==> config.mk <==
export PLATFORM = sky130hd
export DESIGN_NAME = booth_controller
export DESIGN_NICKNAME = d
export VERILOG_FILES = /design/src/rtl/booth_pkg.sv /design/src/rtl/booth_controller.sv
export SDC_FILE = /design/constraint.sdc
export NUM_CORES = 1
export LEC_CHECK = 0
export CORE_AREA = 2 2 39 41
export DETAILED_ROUTE_END_ITERATION = 10
export DIE_AREA = 0 0 41 43
export GPL_ROUTABILITY_DRIVEN = 0
export HOLD_SLACK_MARGIN = 0.12
export PLACE_DENSITY = 0.59
export SLEW_MARGIN = 10
export SYNTH_ARGS = -nofsm -noshare
export SYNTH_HDL_FRONTEND = slang
export SYNTH_SLANG_ARGS = --single-unit
==> constraint.sdc <==
create_clock -name clk -period 1.1 [get_ports clk]
set_input_delay 0.11 -clock clk [delete_from_list [all_inputs] [get_ports clk]]
set_output_delay 0.11 -clock clk [all_outputs]
set_load 0.02 [all_outputs]
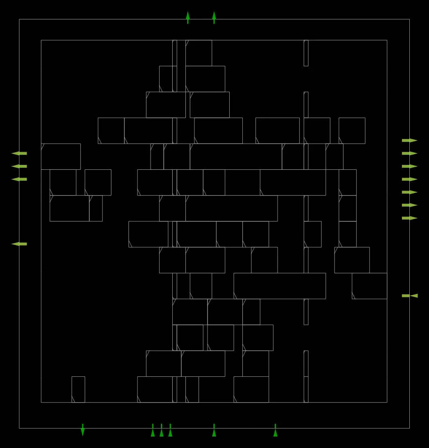
*Cell outlines without signal wires, run 1*
sequential portion of the cell area: 14.7%
Final Core Density: 38.8%
Flop Count: 3
Fillers: 144

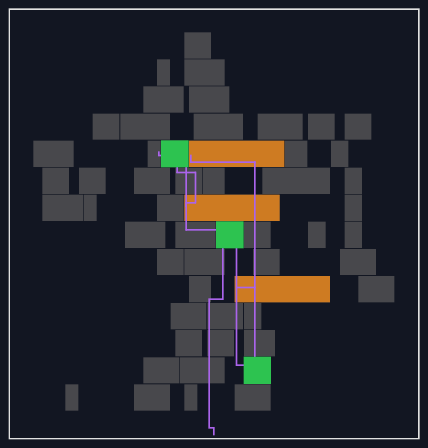
*Clock wires, drivers and flops, run 1*
cells driving clock nets -> green  # count 3
clock wires -> purple  # length 90.7 um
flip-flops -> orange  # count 3
routed clock nets = 4
worst-skew pair later-pin latency: 0.24 ns
Clk network pwr share: 12.6%

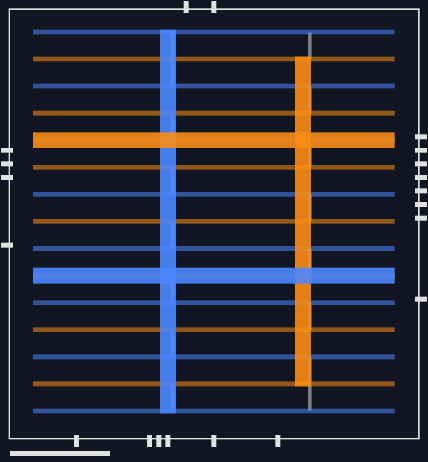
*Supply network, run 1*
Scale bar: 10 um. Pins as bars on the die edge. Tap cells in grey.
VDD -> orange
VSS -> blue
met4 straps = 2
met1 rails = 15
met5 straps = 2
tap cells = 16
core area: 1380 um2
Die H: 43 um
Die X: 41 um

==> run_results.csv, run 1 <==
group,metric,value,unit
logic_synthesis,top_cells_by_count,"buf_4 (7), dfrtp_1 (3), nor3b_1 (3), inv_1 (2), nor2b_1 (2)",
finish,area_growth_syn_to_layout,96.8,%
finish,antenna_cells,0,
sta,clock.fmax,0.800,GHz
finish,final_area,537,um2
power,pwr-share-comb,67.3,%
logic_synthesis,ys_sh_xor,0,%
logic_synthesis,logic_family,"buffers and inverters",
critical_path,critPathKind,"register to output pin",
logic_synthesis,ys_sh_simple,28.0,%
logic_synthesis,syn_avg_cell_area,8.52,um2
clocking,post_cts_buffers,0,
logic_synthesis,syn_inst,32,
sta,setup_viol,14,
power,maxPowerGroup,"combinational logic",
logic_synthesis,yosysUniqueCellTypes,20,
finish,largest_reg_flops,3,
clocking,clockRootBuffer,"clkbuf_4",
detailed_routing,route.vias.total,286,
finish,drive_gt1_share,61.8,%
placement,placed_area,478,um2
sta,slew_violations,0,
clocking,h-tree-depth,1,
logic_synthesis,ff_type,"dfrtp_1",
sta,fin_ws,-0.150,ns
run_status,status,"finished with violations",
detailed_routing,drt_iter0_drc,4,
detailed_routing,route.met2.wl,371,um
global_routing,track_usage,9.26,%
clocking,cts.clk_slew.worst_paths,0.04,ns
logic_synthesis,ys_cells,32,
logic_synthesis,yosysWarnings,0,
run_status,violations,"negative setup slack",
logic_synthesis,yosysTopAreaCell,"dfrtp_1",
finish,layout_top_cell,"buf_4",
power,powerDensity,2980,nW/um2
critical_path,cp-end-kind,"output pin",
logic_synthesis,syn-num-nets,39,
finish,nets,63,
floorplan,chipArea,1760,um2
-- run 1: cells by family (layout without fill, tap and decap cells) --
kind of cell / after synthesis / count (layout)
AND/OR/NAND/NOR: 12 / 12
flip-flops: 3 / 3
AND-OR/OR-AND: 4 / 4
buffers and inverters: 11 / 34
other: 1 / 1
adder cells (fa/ha/maj): 1 / 1
-- run 1: layout make-up --
cell class / count / area, um2 / share of cell area, %
sequential: 3 / 78.8 / 14.7
timing repair buffer: 28 / 239 / 44.5
multi-input combinational: 18 / 165 / 30.8
clock buffer: 4 / 26.3 / 4.90
tap: 16 / 20.0 / 3.73
inverter: 2 / 7.51 / 1.40
-- run 1: worst max-delay path, stage by stage (launching register included) --
cell     delay [ns]
dfrtp_2        0.47
buf_4          0.17
nor2_4         0.10
buf_4          0.15
### Cells coloured by class, run 1

Scale bar: 10 um.
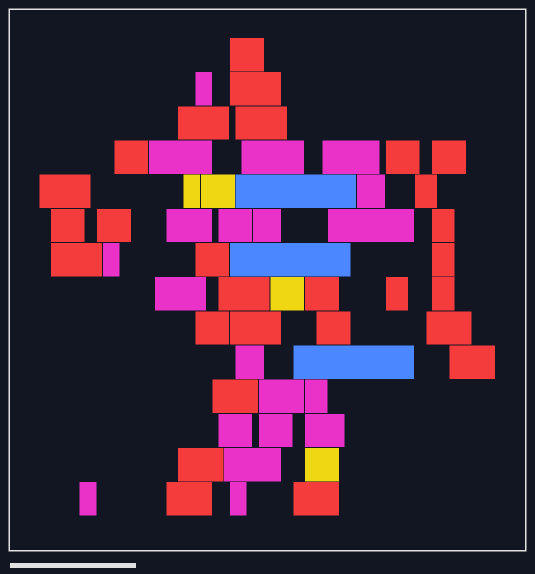

--- run 2 (diff from run 1) ---
CELL_PAD_IN_SITES_DETAIL_PLACEMENT = 1   (was unset)
CELL_PAD_IN_SITES_GLOBAL_PLACEMENT = 1   (was unset)
CORE_AREA = unset   (was 2 2 39 41)
CORE_MARGIN = 2   (was unset)
CORE_UTILIZATION = 21   (was unset)
DIE_AREA = unset   (was 0 0 41 43)
PLACE_DENSITY = 0.8   (was 0.59)
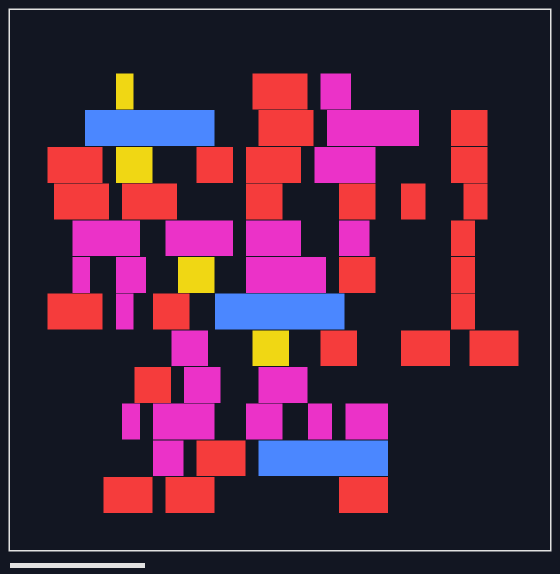
*Cells coloured by class, run 2*
Scale bar: 10 um.
clock drivers and dummy loads -> yellow  # cells 4
flip-flops -> blue  # cells 3
other buffers and delay cells -> red  # cells 27
all other logic -> magenta  # cells 20
sequential portion of the cell area: 14.7%
FP Rows: 12

==> run_results.csv, run 2 <==
group,metric,value,unit
finish,antenna_cells,0,
clocking,clkSinkCount,3,
power,power_frac_seq,20.4,%
power,swShare,45.4,%
power,clock_power_share,12.0,%
critical_path,reg2reg_depth,3,
finish,nets,62,
job,warnings,29,
clocking,cts_made_buffers,3,
job,maxCapViolCount,0,
placement,placed_area,468,um2
floorplan,chipArea,1600,um2
detailed_routing,routed_wirelength,749,um
detailed_routing,ant_nets,0,
finish,fillers,144,
logic_synthesis,yosysTopAreaCell,"dfrtp_1",
logic_synthesis,syn-num-nets,39,
global_routing,grt_pass1_vias,257,
logic_synthesis,syn_avg_cell_area,8.52,um2
finish,final_area,536,um2
clocking,clkLatencyLatePin,0.23,ns
sta,setup_viol,14,
critical_path,critPathSlowestCell,"dfrtp_2",
detailed_routing,drt_iter0_drc,5,
logic_synthesis,yosysWarnings,0,
sta,finalCritPeriodShare,116,%
logic_synthesis,yosysUniqueCellTypes,20,
logic_synthesis,async_reset_ff_share,100,%
critical_path,worstPathRequired,0.99,ns
floorplan,coreArea,1160,um2
power,power,1.57,mW
critical_path,critPathKind,"register to output pin",
critical_path,critPathBufInv,2,
clocking,cts.clk_slew.worst_paths,0.04,ns
detailed_routing,route.vias.total,290,
sta,clock.fmax,0.783,GHz
logic_synthesis,ys_cells,32,
finish,logic_area,174,um2
detailed_routing,wl_met1,322,um
floorplan,fp.dieH,40.0,um
placement,dp_cells,60,
clocking,clockRootBuffer,"clkbuf_4",
finish,drive_gt1_share,63.0,%
power,powerDensity,2930,nW/um2
worst_hold_path,min_path_cells,3,
critical_path,arrival,1.17,ns
critical_path,critical_path.top_delay_family,"flip-flops",
power,pwr-share-comb,67.6,%
finish,area_growth_syn_to_layout,96.3,%
logic_synthesis,top_cells_by_count,"buf_4 (7), dfrtp_1 (3), nor3b_1 (3), inv_1 (2), nor2b_1 (2)",
detailed_routing,routedWlPerCell,11.0,um
sta,fin_ws,-0.177,ns
detailed_routing,drc,0,
detailed_routing,route.met2.wl,352,um
global_routing,track_usage,11.5,%
detailed_routing,firstDrtPassIters,3,
sta,slew_violations,0,
sta,fin_tns_setup,-1.90,ns
clocking,h-tree-depth,1,
global_routing,grt_use_met1,12.0,%
finish,seqCellArea,78.8,um2
finish,largest_reg_flops,3,
critical_path,cp_cell_sequence,"buf_4, nand2_2, nor2_4, buf_6",
placement,port_buffers,18,
clocking,ctsResizeCount,72,
clocking,postCtsHoldBufs,1,
critical_path,cpPeakStageDelay,0.46,ns
global_routing,grt-busiest-layer,"met2",
logic_synthesis,yosys-stat-area,273,um2
critical_path,worstPathMaxFanout,7,
worst_hold_path,worst_hold_path_type,"input pin to register",
logic_synthesis,ff_type,"dfrtp_1",
run_status,status,"finished with violations",
logic_synthesis,top_area_share,27.5,%
finish,layout_top_cell,"buf_4",
finish,mostFrequentLayoutCells,"buf_4 (9), buf_6 (7), clkdlybuf4s50_1 (5), buf_2 (5)",
logic_synthesis,synth-edff-count,0,
floorplan,die_w,40.0,um
logic_synthesis,syn_inst,32,
power,intPower,856,uW
critical_path,cp-end-kind,"output pin",
finish,fin_util,46.3,%
critical_path,path_depth,4,
run_status,violations,"negative setup slack",
clocking,post_cts_buffers,1,
placement,pre_cts_ws,-0.419,ns
critical_path,rrSetupSlack,-0.05,ns
[run 2: cell counts after synthesis]
Identical to the previous run, type by type.
[run 2: kinds of logic after synthesis]
| group | share of synthesized area (%) |
|---|---|
| compound gates | 10.6 |
| fa+ha+maj | 4.59 |
| buf+inv | 28.0 |
| flops | 27.5 |
| other cells | 1.37 |
| simple gates | 28.0 |
[run 2: area by class of cell]
cell class / instances / area share [%]
inverters: 2 / 1.40
multi-input cells: 18 / 32.5
clock buffers: 4 / 4.91
repair buffers: 27 / 43.2
flip-flops and latches: 3 / 14.7
well taps: 14 / 3.27
[run 2: power by group through the flow]
stage	sequential [mW]	clock, mW	combinational [mW]
final	0.320	0.188	1.06
after global routing	0.332	0.212	1.14
after CTS	0.319	0.200	0.980
after detailed placement	0.277	0	1.02
after global placement	0.270	0	1.01
after floorplan	0.210	0	0.806
Power and IR drop assume default switching activity.
